`src/rtl/ddr_init_seq.sv`:
```
// DDR1 power-up initialisation sequencer with a runtime mode-register rewrite engine.
// Owns the command bus during init and during each requested MRS/EMRS update.
module ddr_init_seq #(
    parameter int                     BA_BITS   = 2,
    parameter int                     ROW_BITS  = 13,
    parameter int                     T_POWERUP = 40000,
    parameter int                     T_CKE     = 2,
    parameter int                     T_RP      = 3,
    parameter int                     T_MRD     = 2,
    parameter int                     T_RFC     = 15,
    parameter int                     T_DLL     = 200,
    parameter int                     N_REF     = 2,
    parameter logic [ROW_BITS-1:0]    EMR_VAL   = 'h000,
    parameter logic [ROW_BITS-1:0]    MR_VAL    = 'h022
) (
    input  logic                core_clk,
    input  logic                core_rst_sync,
    output logic                init_done,
    output logic                busy,
    input  logic                mode_req,
    input  logic [BA_BITS-1:0]  mode_ba,
    input  logic [ROW_BITS-1:0] mode_val,
    output logic                mode_ack,
    output logic                ddr_cke,
    output logic                ddr_cs_n,
    output logic                ddr_ras_n,
    output logic                ddr_cas_n,
    output logic                ddr_we_n,
    output logic [BA_BITS-1:0]  ddr_ba,
    output logic [ROW_BITS-1:0] ddr_a
);

    function automatic int max2(int x, int y);
        return (x > y) ? x : y;
    endfunction

    localparam int T_MAX = max2(max2(max2(T_POWERUP, T_CKE), max2(T_RP, T_MRD)),
                                max2(T_RFC, T_DLL));
    localparam int CW = $clog2(T_MAX) + 1;
    localparam int RW = $clog2(N_REF + 1);

    localparam logic [CW-1:0] RLD_CKE = CW'(T_CKE - 1);
    localparam logic [CW-1:0] RLD_RP  = CW'(T_RP - 1);
    localparam logic [CW-1:0] RLD_MRD = CW'(T_MRD - 1);
    localparam logic [CW-1:0] RLD_RFC = CW'(T_RFC - 1);
    localparam logic [CW-1:0] RLD_DLL = CW'(T_DLL - 1);
    localparam logic [RW-1:0] REF_LAST = RW'(N_REF - 1);

    localparam logic [ROW_BITS-1:0] A10_BIT    = ROW_BITS'(1) << 10;
    localparam logic [ROW_BITS-1:0] A8_BIT     = ROW_BITS'(1) << 8;
    localparam logic [ROW_BITS-1:0] MR_DLL_RST = MR_VAL | A8_BIT;
    localparam logic [ROW_BITS-1:0] MR_NORM    = MR_VAL & ~A8_BIT;
    localparam logic [BA_BITS-1:0]  BA_EMR     = BA_BITS'(1);

    // {cs_n, ras_n, cas_n, we_n}
    localparam logic [3:0] CMD_DESEL = 4'b1111;
    localparam logic [3:0] CMD_NOP   = 4'b0111;
    localparam logic [3:0] CMD_PRE   = 4'b0010;
    localparam logic [3:0] CMD_REF   = 4'b0001;
    localparam logic [3:0] CMD_LMR   = 4'b0000;

    typedef enum logic [3:0] {
        PWRUP, CKE_NOP, PRE1, EMRS, MRS_RST, PRE2, REF, MRS_NORM, IDLE, M_PRE, M_LOAD
    } state_t;

    state_t                state_q, state_d;
    logic [CW-1:0]         cnt_q, cnt_d;
    logic [RW-1:0]         ref_q, ref_d;
    logic                  cke_q, cke_d;
    logic [3:0]            cmd_q, cmd_d;
    logic [BA_BITS-1:0]    ba_q, ba_d;
    logic [ROW_BITS-1:0]   a_q, a_d;
    logic                  done_q, done_d;
    logic                  busy_q, busy_d;
    logic                  ack_q, ack_d;
    logic [BA_BITS-1:0]    mba_q, mba_d;
    logic [ROW_BITS-1:0]   mval_q, mval_d;

    logic cnt_zero;
    assign cnt_zero = (cnt_q == '0);

    always_comb begin
        // NOTE: every variable gets a default before the case so no path infers a latch.
        state_d = state_q;
        cnt_d   = cnt_zero ? cnt_q : cnt_q - CW'(1);
        ref_d   = ref_q;
        cke_d   = cke_q;
        cmd_d   = cke_q ? CMD_NOP : CMD_DESEL;
        ba_d    = '0;
        a_d     = '0;
        done_d  = done_q;
        busy_d  = busy_q;
        ack_d   = 1'b0;
        mba_d   = mba_q;
        mval_d  = mval_q;

        unique case (state_q)
            PWRUP: if (cnt_zero) begin
                cke_d   = 1'b1;
                cmd_d   = CMD_NOP;
                cnt_d   = RLD_CKE;
                state_d = CKE_NOP;
            end
            CKE_NOP: if (cnt_zero) begin
                cmd_d   = CMD_PRE;
                a_d     = A10_BIT;
                cnt_d   = RLD_RP;
                state_d = PRE1;
            end
            PRE1: if (cnt_zero) begin
                cmd_d   = CMD_LMR;
                ba_d    = BA_EMR;
                a_d     = EMR_VAL;
                cnt_d   = RLD_MRD;
                state_d = EMRS;
            end
            EMRS: if (cnt_zero) begin
                cmd_d   = CMD_LMR;
                a_d     = MR_DLL_RST;
                cnt_d   = RLD_MRD;
                state_d = MRS_RST;
            end
            MRS_RST: if (cnt_zero) begin
                cmd_d   = CMD_PRE;
                a_d     = A10_BIT;
                cnt_d   = RLD_RP;
                state_d = PRE2;
            end
            PRE2: if (cnt_zero) begin
                cmd_d   = CMD_REF;
                cnt_d   = RLD_RFC;
                state_d = REF;
            end
            REF: if (cnt_zero) begin
                if (ref_q == REF_LAST) begin
                    cmd_d   = CMD_LMR;
                    a_d     = MR_NORM;
                    ref_d   = '0;
                    cnt_d   = RLD_DLL;
                    state_d = MRS_NORM;
                end else begin
                    cmd_d   = CMD_REF;
                    ref_d   = ref_q + RW'(1);
                    cnt_d   = RLD_RFC;
                end
            end
            MRS_NORM: if (cnt_zero) begin
                done_d  = 1'b1;
                busy_d  = 1'b0;
                state_d = IDLE;
            end
            IDLE: if (mode_req && done_q) begin
                cmd_d   = CMD_PRE;
                a_d     = A10_BIT;
                busy_d  = 1'b1;
                mba_d   = mode_ba;
                mval_d  = mode_val;
                cnt_d   = RLD_RP;
                state_d = M_PRE;
            end
            M_PRE: if (cnt_zero) begin
                cmd_d   = CMD_LMR;
                ba_d    = mba_q;
                a_d     = mval_q;
                cnt_d   = RLD_MRD;
                state_d = M_LOAD;
            end
            M_LOAD: if (cnt_zero) begin
                busy_d  = 1'b0;
                ack_d   = 1'b1;
                state_d = IDLE;
            end
            default: state_d = PWRUP;
        endcase
    end

    // NOTE: state uses non-blocking assignments so every flop samples pre-edge values.
    always_ff @(posedge core_clk) begin
        if (core_rst_sync) begin
            state_q <= PWRUP;
            cnt_q   <= CW'(T_POWERUP);  // CKE rises on the edge where this reaches zero
            ref_q   <= '0;
            cke_q   <= 1'b0;
            cmd_q   <= CMD_DESEL;
            ba_q    <= '0;
            a_q     <= '0;
            done_q  <= 1'b0;
            busy_q  <= 1'b1;
            ack_q   <= 1'b0;
        end else begin
            state_q <= state_d;
            cnt_q   <= cnt_d;
            ref_q   <= ref_d;
            cke_q   <= cke_d;
            cmd_q   <= cmd_d;
            ba_q    <= ba_d;
            a_q     <= a_d;
            done_q  <= done_d;
            busy_q  <= busy_d;
            ack_q   <= ack_d;
        end
    end

    // NOTE: captured request data is only read after a capture, so it carries no reset.
    always_ff @(posedge core_clk) begin
        mba_q  <= mba_d;
        mval_q <= mval_d;
    end

    assign {ddr_cs_n, ddr_ras_n, ddr_cas_n, ddr_we_n} = cmd_q;
    assign ddr_cke   = cke_q;
    assign ddr_ba    = ba_q;
    assign ddr_a     = a_q;
    assign init_done = done_q;
    assign busy      = busy_q;
    assign mode_ack  = ack_q;

endmodule

```
`config.mk`:
```
export PLATFORM = sky130hd
export DESIGN_NAME = ddr_init_seq
export DESIGN_NICKNAME = d
export VERILOG_FILES = /design/src/rtl/ddr_init_seq.sv
export SDC_FILE = /design/constraint.sdc
export NUM_CORES = 1
export LEC_CHECK = 0
export CAP_MARGIN = 5
export CORE_MARGIN = 2
export CORE_UTILIZATION = 40
export CTS_BUF_LIST = sky130_fd_sc_hd__clkbuf_4
export DETAILED_ROUTE_END_ITERATION = 12
export SYNTH_ARGS = -nofsm -noshare
export SYNTH_HDL_FRONTEND = slang
export SYNTH_SLANG_ARGS = --single-unit
```
`constraint.sdc`:
```
create_clock -name core_clk -period 2.55 [get_ports core_clk]
set_input_delay 0.51 -clock core_clk [delete_from_list [all_inputs] [get_ports core_clk]]
set_output_delay 0.51 -clock core_clk [all_outputs]
set_load 0.01 [all_outputs]
```
==> reports/results.tsv <==
stage	metric	value	unit
floorplanning	die area	7500	sq um
flow_run	Max-cap violations	0	
synth	XORs/XNORs by Area	0.0385	
detailed_routing	drt first-iter violations	116	
synth	most instantiated cells after synthesis	dfxtp_1 (46), nor2_1 (35), a21oi_1 (24)	
detailed_routing	# DRC	0	
synth	Avg Cell Area, Syn	9.32	sq um
synth	Basic Gates by Area	0.229	
detailed_routing	routed len/inst	14.7	microns
floorplanning	Rows	30	
detailed_routing	met2 WL post-DR	3.07	mm
grt	GRT Residual Overflow	0	
clocking	Post-CTS Hold Fix Bufs	0	
synth	most common cell in the netlist	dfxtp_1	
power	Clk pwr share	0.391	
sta	Final Cycle Share	0.887	
detailed_routing	Routed WL	6.38	mm
grt	GR met2 Demand/Resource	0.293	
power	power consumed by sequential cells	1.06	mW
critical_path	CP max-delay cell	or4_1	
clocking	TritonCTS clock tree	built	
critical_path	RR Endpoint	cnt_q[0]$_SDFF_PP0_	
critical_path	R2R depth	11	
detailed_routing	met3 wire length	322	microns
status	status	finished, final reports clean	
floorplanning	Ports	41	
finish	footprint of the multi-input gates	1250	sq um
power	Design Power	2.07	mW
min_path	min-delay src	mval_q[3]$_DFFE_PP_	
finish	Multi-In Gates	206	
placed_design	GPL Wtd Cong	0.896	
finish	Area Overhead vs Synth	27.1	%
placed_design	placed cell area	3310	sq um
power	combinational power share	0.099	
finish	Signal inverters	10	
synth	leading area contributor after synthesis	dfxtp_1	
finish	logic share of the area	0.359	
clocking	CTS Root Cell	clkbuf_4	
detailed_routing	iteration tally of the first detailed-router pass	4	
grt	gr busiest metal	met2	
floorplanning	# Taps	80	
critical_path	critical path fanouts, max	6	
sta	worst hold slack	0.440	ns
clocking	Worst-path clk slew	0.12	ns
sta	final-report setup violation count	0	
min_path	Hold Crit Depth	1	
grt	GR Layer Usage met3	0.0524	
detailed_routing	DR vias	2323	
synth	Synth Area in Adders	0.0137	
critical_path	crit start category	flop	
finish	Flop area	1370	sq um
synth	yosys stat cell total	293	
sta	Final Worst Setup Slack	0.287	ns
sta	fmax	442	MHz
floorplanning	Initial Utilization	0.409	
power	internal cell power	1.52	mW
grt	Total GRT Usage	0.185	
Clock network drawn from the DEF:
Bar = 20 microns.
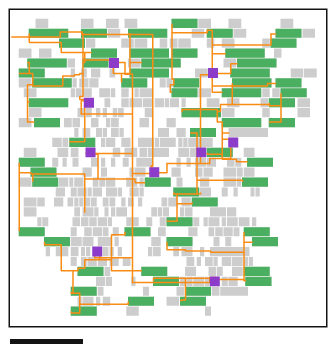
[flip-flops] green | count: 61
[clock drivers] purple | count: 9
[clock wires] orange | length: 884 microns
routed clock nets: 10
flops lie: spread over the die

Clock wiring as the flow saved it:
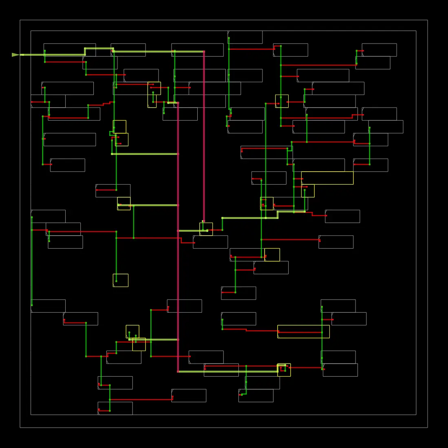
clock skew: 0.0125 ns
Worst-Skew Late Latency: 0.43 ns
Seq cells: 61
P_clk: 0.808 mW

Floorplan with the power grid:
Pins as bars on the die edge. Tap cells in gray.
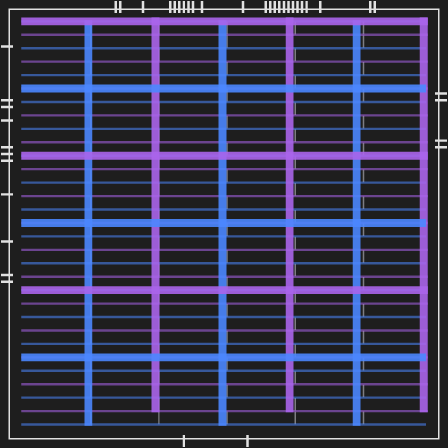
| net | color |
|---|---|
| VDD | purple |
| VSS | blue |
met4 straps: 6
tap cells: 80
rows: 30
Core Box Area: 6680 sq um
Die W: 86.6 microns
peak supply drop: 0.000254 V

Cell classes on the final placement:
Bar = 20 microns.
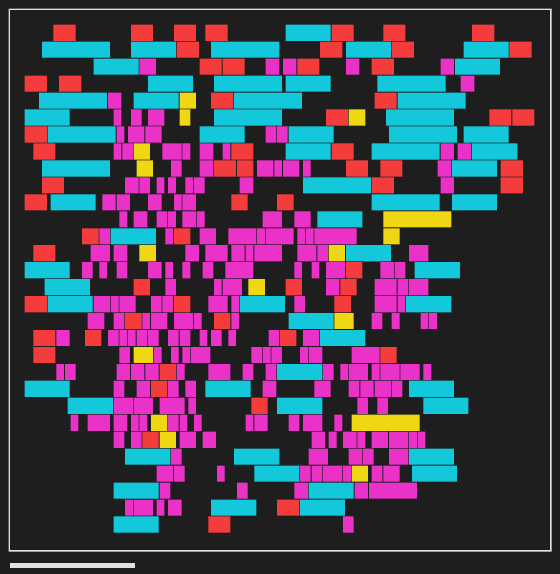
| class | color | cells | share of their area |
|---|---|---|---|
| clock drivers and dummy loads | yellow | 16 | 4.9% |
| sequential cells | cyan | 61 | 41% |
| remaining buffers and delay cells | red | 60 | 16% |
| combinational and other logic | magenta | 216 | 38% |
Layout Cell Area excl Fill: 3470 sq um
fin util: 0.519
fraction of area in registers: 0.395

Logic cells by family:
Bar = 20 microns.
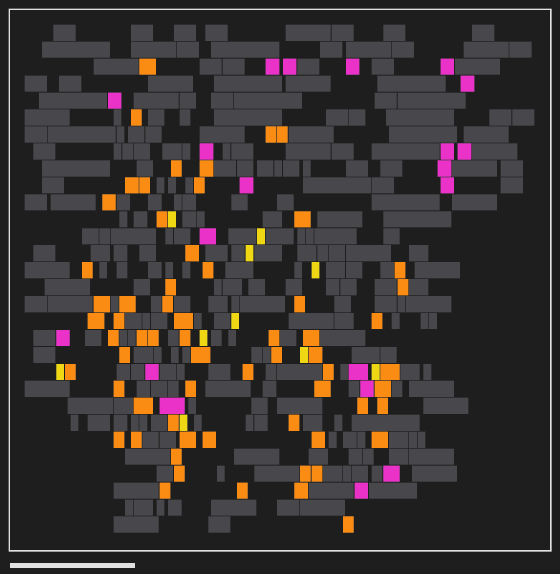
| family | color | cells | most used |
|---|---|---|---|
| aoi and oai cells | orange | 63 | a21oi_1 |
| inv cells | yellow | 10 | inv_1 |
| and/or cells | magenta | 20 | and2_1 |

Power and IR drop assume default switching activity.
